## config.mk

```make
export PLATFORM = sky130hd
export DESIGN_NAME = uart_rx
export DESIGN_NICKNAME = d
export VERILOG_FILES = /design/src/rtl/uart_pkg.sv /design/src/rtl/sync_2ff.sv /design/src/rtl/uart_rx.sv
export SDC_FILE = /design/constraint.sdc
export NUM_CORES = 1
export LEC_CHECK = 0
export CAP_MARGIN = 25
export CORE_AREA = 2 2 73 75
export DETAILED_ROUTE_END_ITERATION = 8
export DIE_AREA = 0 0 75 77
export DONT_BUFFER_PORTS = 1
export REMOVE_ABC_BUFFERS = 1
export SLEW_MARGIN = 20
export SYNTH_ARGS = -nofsm -noshare
export SYNTH_HDL_FRONTEND = slang
export SYNTH_SLANG_ARGS = --single-unit
```

## constraint.sdc

```tcl
create_clock -name clk_100m -period 3.55 [get_ports clk_100m]
set_input_delay 0.71 -clock clk_100m [delete_from_list [all_inputs] [get_ports clk_100m]]
set_output_delay 0.71 -clock clk_100m [all_outputs]
set_load 0.02 [all_outputs]
```

## src/rtl/uart_pkg.sv

```systemverilog
// Shared UART definitions: FSM state encoding and bit-timing helpers used by
// both the receiver and the transmitter.
package uart_pkg;

  typedef enum logic [2:0] {
    ST_IDLE      = 3'd0,
    ST_START     = 3'd1,
    ST_DATA      = 3'd2,
    ST_PARITY    = 3'd3,
    ST_STOP      = 3'd4,
    ST_WAIT_IDLE = 3'd5
  } uart_state_t;

  function automatic int clks_per_bit(input int clk_freq, input int baud);
    return clk_freq / baud;
  endfunction

  function automatic int half_bit(input int cpb);
    return cpb / 2;
  endfunction

endpackage

```

## src/rtl/sync_2ff.sv

```systemverilog
// Two-flop synchronizer for a single asynchronous input; RESET_VAL sets the
// value both flops take while reset is asserted.
module sync_2ff #(
  parameter logic RESET_VAL = 1'b0
) (
  input  logic clk,
  input  logic rst,
  input  logic d,
  output logic q
);

  logic meta;

  always_ff @(posedge clk or posedge rst) begin
    if (rst) begin
      meta <= RESET_VAL;
      q    <= RESET_VAL;
    end else begin
      meta <= d;
      q    <= meta;
    end
  end

endmodule

```

## src/rtl/uart_rx.sv

```systemverilog
// UART receiver, 8N1 by default; defining UART_RX_PARITY_EN adds one even-parity
// bit between data bit 7 and stop. Output byte uses a valid/ready register.
module uart_rx
  import uart_pkg::*;
#(
  parameter int CLK_FREQ = 100_000_000,
  parameter int BAUD     = 115200
) (
  input  logic        clk_100m,
  input  logic        rst,
  input  logic        rx,
  output logic [7:0]  rx_data,
  output logic        rx_valid,
  input  logic        rx_ready,
  output logic        frame_err,
  output logic        overrun,
  output logic        parity_err,
  output uart_state_t state_dbg
);

  localparam int CPB   = clks_per_bit(CLK_FREQ, BAUD);
  localparam int HALF  = half_bit(CPB);
  localparam int CNT_W = $clog2(CPB + 1);
  localparam logic [CNT_W-1:0] CNT_LAST = CNT_W'(CPB - 1);
  localparam logic [CNT_W-1:0] SMP_A    = CNT_W'(HALF - 1);
  localparam logic [CNT_W-1:0] SMP_B    = CNT_W'(HALF);
  localparam logic [CNT_W-1:0] SMP_C    = CNT_W'(HALF + 1);

  // Handshake: rx_data is offered while rx_valid=1 and is consumed on any
  // rising clk_100m edge where rx_valid && rx_ready; it holds steady otherwise.

  uart_state_t      state, state_nxt;
  logic             rx_s, rx_prev;
  logic [CNT_W-1:0] cnt;
  logic [2:0]       bit_cnt;
  logic             s0, s1, maj;
  logic [7:0]       shift_reg;
  logic             at_smp, bit_end;
  logic             byte_done, frame_bad;
`ifdef UART_RX_PARITY_EN
  logic             par_acc, par_fail, par_bad;
`endif

  sync_2ff #(.RESET_VAL(1'b1)) u_sync (
    .clk (clk_100m),
    .rst (rst),
    .d   (rx),
    .q   (rx_s)
  );

  assign state_dbg = state;
  assign at_smp    = (cnt == SMP_C);
  assign bit_end   = (cnt == CNT_LAST);
  // Majority of the samples taken at mid-1, mid and (live) mid+1.
  assign maj       = (s0 & s1) | (s0 & rx_s) | (s1 & rx_s);

  always_ff @(posedge clk_100m or posedge rst) begin
    if (rst) state <= ST_IDLE;
    else     state <= state_nxt;
  end

  always_comb begin
    state_nxt = state;
    case (state)
      ST_IDLE:      if (!rx_s && rx_prev) state_nxt = ST_START;
      ST_START: begin
        if (at_smp && maj) state_nxt = ST_IDLE;
        else if (bit_end)  state_nxt = ST_DATA;
      end
      ST_DATA: begin
        if (bit_end && bit_cnt == 3'd7) begin
`ifdef UART_RX_PARITY_EN
          state_nxt = ST_PARITY;
`else
          state_nxt = ST_STOP;
`endif
        end
      end
`ifdef UART_RX_PARITY_EN
      ST_PARITY:    if (bit_end) state_nxt = ST_STOP;
`endif
      ST_STOP:      if (at_smp) state_nxt = maj ? ST_IDLE : ST_WAIT_IDLE;
      ST_WAIT_IDLE: if (rx_s && bit_end) state_nxt = ST_IDLE;
      default:      state_nxt = ST_IDLE;
    endcase
  end

  always_comb begin
    frame_bad = (state == ST_STOP) && at_smp && !maj;
`ifdef UART_RX_PARITY_EN
    par_bad   = (state == ST_PARITY) && at_smp && (maj != par_acc);
    byte_done = (state == ST_STOP) && at_smp && maj && !par_fail;
`else
    byte_done = (state == ST_STOP) && at_smp && maj;
`endif
  end

  // Bit timer restarts on every state change and bit boundary; in WAIT_IDLE
  // any low sample restarts the one-bit idle qualification.
  always_ff @(posedge clk_100m or posedge rst) begin
    if (rst) begin
      rx_prev   <= 1'b1;
      cnt       <= '0;
      bit_cnt   <= 3'd0;
      s0        <= 1'b1;
      s1        <= 1'b1;
      shift_reg <= 8'h00;
`ifdef UART_RX_PARITY_EN
      par_acc   <= 1'b0;
      par_fail  <= 1'b0;
`endif
    end else begin
      rx_prev <= rx_s;
      if (state == ST_IDLE || state_nxt != state || bit_end ||
          (state == ST_WAIT_IDLE && !rx_s))
        cnt <= '0;
      else
        cnt <= cnt + CNT_W'(1);
      if (cnt == SMP_A) s0 <= rx_s;
      if (cnt == SMP_B) s1 <= rx_s;
      if (state == ST_IDLE && state_nxt == ST_START) begin
        bit_cnt <= 3'd0;
`ifdef UART_RX_PARITY_EN
        par_acc  <= 1'b0;
        par_fail <= 1'b0;
`endif
      end
      if (state == ST_DATA && at_smp) begin
        shift_reg <= {maj, shift_reg[7:1]};
`ifdef UART_RX_PARITY_EN
        par_acc   <= par_acc ^ maj;
`endif
      end
      if (state == ST_DATA && bit_end) bit_cnt <= bit_cnt + 3'd1;
`ifdef UART_RX_PARITY_EN
      if (par_bad) par_fail <= 1'b1;
`endif
    end
  end

  always_ff @(posedge clk_100m or posedge rst) begin
    if (rst) begin
      rx_data   <= 8'h00;
      rx_valid  <= 1'b0;
      frame_err <= 1'b0;
      overrun   <= 1'b0;
    end else begin
      frame_err <= frame_bad;
      overrun   <= 1'b0;
      if (byte_done) begin
        if (rx_valid && !rx_ready) overrun <= 1'b1;
        else begin
          rx_data  <= shift_reg;
          rx_valid <= 1'b1;
        end
      end else if (rx_valid && rx_ready) begin
        rx_valid <= 1'b0;
      end
    end
  end

`ifdef UART_RX_PARITY_EN
  always_ff @(posedge clk_100m or posedge rst) begin
    if (rst) parity_err <= 1'b0;
    else     parity_err <= par_bad;
  end
`else
  assign parity_err = 1'b0;
`endif

endmodule

```

**Routed metal per tile**

Drawn at 4 px/µm. The die is cut into 15 by 15 equal tiles; dark blue is low, red is high, scaled to the fullest tile. Values are wire area over tile area, all layers added.
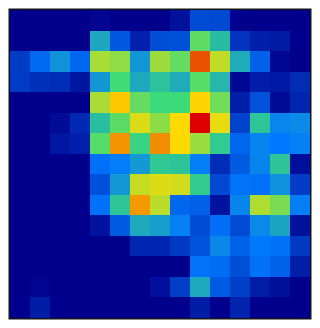
nearly empty tiles: 35%
tiles over half the peak: 14%
densest ninth of the die: center
emptiest ninth of the die: south-west

**Placed standard cells**

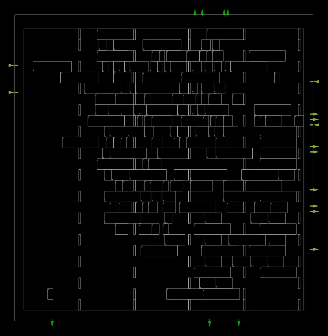
Non-Filler Instances: 239
fillers: 458

==> reports/metrics.yaml <==
cts:
  clk_path_buf_depth: 2
  clk_latency_ps: 290
  cts-buffers-inserted: 5
  numClockSinks: 40
  cts_resized: 0
  postCtsSetupBuffers: 0
  root_buffer: "clkbuf_8"
  path_clk_slew_ps: 70
power_and_ir_drop:
  netSwitchingPower_uw: 287
  p_int_uw: 753
  p_seq_share_pct: 51.6
  pwr-share-clk_pct: 35.1
  ir_worst_vdd_mv: 0.157
  power.density_nw_per_um2: 494
worst_setup_path:
  required_ps: 3730
  criticalPathCategory: "reg -> reg"
  crit_arrival_ps: 2350
  end_kind: "flop"
  rr_worst_depth: 5
  r2r_start: "cnt[0]$_DFF_PP0_"
  cp_max_fo: 8
  r2r-end: "rx_data[1]$_DFFE_PP0P_"
  crit_path_start_kind: "flop"
global_route:
  grt_start_max_net_pins: 25
  grt_usage_pct: 13.1
  grt_pass1_wl_um: 5780
  antenna_found_initial: 0
  grt_pass1_vias: 1255
yosys:
  edf_count: 0
  ys_sh_aoi_pct: 6.43
  synth.area.mux_share_pct: 9.87
  ys_seq_elements: 40
  ff_type: "dfrtp_1"
  async_flop_share_pct: 100
  top_area_share_pct: 45.5
  synth_area_um2: 1930
  ys_sh_simple_pct: 21.0
  yosysTopAreaCell: "dfrtp_1"
  xor_share_pct: 3.64
  netlist_instances: 164
  ys_cells: 164
  synth_area_per_cell_um2: 11.7
  yosys_warnings: 0
  synth_seq_share_pct: 52.3
  topCombFamilyByArea: "simple AND/OR/NAND/NOR gates"
timing:
  skew_ps: 3.19
  slew_headroom_pct: 56.9
  finalSetupViolCount: 0
  timing.fmax_mhz: 459
  tns_ps: 0
  hold_viol: 0
  slew_viol_final: 0
  rsz0062_at_grt: "no"
  min_period_ps: 2180
  period_used_pct: 61.3
place:
  port_buffers: 0
  post_dp_cell_area_um2: 1990
  place.detailed.hpwl_um: 2520
die:
  fp_util_pct: 38.7
  dieArea_um2: 5780
  core-area_um2: 4980
  die_h_um: 77
  rows: 26
  pin_count: 19
  die_w_um: 75
cells_and_area:
  flop_area_um2: 1010
  nets: 177
  largest_reg_flops: 10
  area_growth_pct: 9.09
  logic_area_um2: 866
  drive_gt1_share_pct: 26.6
  stdcell_area_um2: 2100
routing:
  drtAntennaViolNets: 0
  dr.first_iter.drc_count: 149
  wire_per_inst_um: 14.0
  viasPerCell: 5.02
  wl_um: 3350
  vias: 1199
  drc_errors: 0
  dr.pass1.iters: 4
outcome:
  status: "finished clean"
run:
  warnings: 27
  cap_violations: 0
worst_hold_path:
  min_to: "u_sync.q$_DFF_PP1_"
==> worst max-delay path by stage <==
stage | startpoint | to | depth (start not counted)
final | cnt[0]$_DFF_PP0_ | rx_data[1]$_DFFE_PP0P_ | 5
after global placement | cnt[0]$_DFF_PP0_ | rx_data[6]$_DFFE_PP0P_ | 5
after detailed placement | cnt[0]$_DFF_PP0_ | cnt[5]$_DFF_PP0_ | 6
after floorplan | cnt[0]$_DFF_PP0_ | rx_data[0]$_DFFE_PP0P_ | 5
after global routing | cnt[0]$_DFF_PP0_ | bit_cnt[0]$_DFFE_PP0P_ | 5
after CTS | cnt[0]$_DFF_PP0_ | cnt[5]$_DFF_PP0_ | 6
==> per-stage QoR <==
stage / power, µW / cells / setup WS (ps) / hold WS, ps / util [%]
after CTS: 1050 / 239 / 1380 / 358 / 42.2
after floorplan: 645 / 160 / 1610 / 345 / -
after detailed placement: 681 / 231 / 1390 / 347 / 40.0
final: 1040 / 239 / 1370 / 357 / 42.2
after global placement: 669 / 231 / 1450 / 347 / 40.0
after global routing: 1100 / 239 / 1220 / 372 / 42.2
==> layout make-up <==
cell class              instances  area share, %
clock inverters                 3           2.02
repair buffers                  1          0.357
multi-input cells             114           41.2
clock buffers                   5           3.27
flip-flops and latches         40           47.9
inverters                       6           1.07
well taps                      70           4.17
==> layer usage <==
metal | vias to the layer above | wire length, µm | global-route usage, %
met5 | - | 0 | 0
met3 | 5 | 156 | 4.07
met1 | 587 | 1450 | 16.8
li1 | 581 | - | -
met4 | 0 | 40 | 4.82
met2 | 26 | 1700 | 20.6
==> logic make-up after synthesis <==
family / Yosys count
flip-flops: 40
AND/OR/NAND/NOR: 67
multiplexers: 17
XOR/XNOR: 8
adder cells (fa/ha/maj): 6
buffers and inverters: 10
other: 1
AND-OR/OR-AND: 15
==> Yosys cell counts, types with 2 or more instances <==
cell,count
buf_4,2
mux2_2,16
dfstp_2,5
dfrtp_1,35
o21ai_0,5
nand4_1,3
nand2b_1,2
xnor2_1,4
and3_1,2
inv_1,6
xor2_1,4
nor2_1,11
o21bai_1,2
a21oi_1,3
nand3_1,7
nand2_1,14
nor4_4,2
nor3_1,10
ha_1,5
==> cell usage in the layout, fill, tap and decap left out, types with 2 or more instances in the layout <==
master,count
inv_1,6
o21ai_0,5
xnor2_1,4
mux2_2,16
clkbuf_8,5
nor2_1,11
nand4_1,3
nand3_1,7
dfrtp_1,35
nor3_1,10
nand2_1,14
nor4_4,2
a21oi_1,3
nand2b_1,2
xor2_1,4
and3_1,2
o21bai_1,2
dfstp_2,5
ha_1,5
==> power by group through the flow <==
stage / clock network, µW / logic (µW) / registers (µW)
finish: 365 / 138 / 536
CTS: 380 / 139 / 535
global placement: 0 / 130 / 539
detailed placement: 0 / 138 / 544
global route: 400 / 153 / 543
floorplan: 0 / 112 / 533
==> worst max-delay path, stage by stage (launching register included) <==
cell and delay (ps):
dfrtp_1 440, ha_1 260, or3b_4 460, nor2_1 120
and3_1 390, mux2_2 390
Power is estimated from default activity; no workload was simulated.
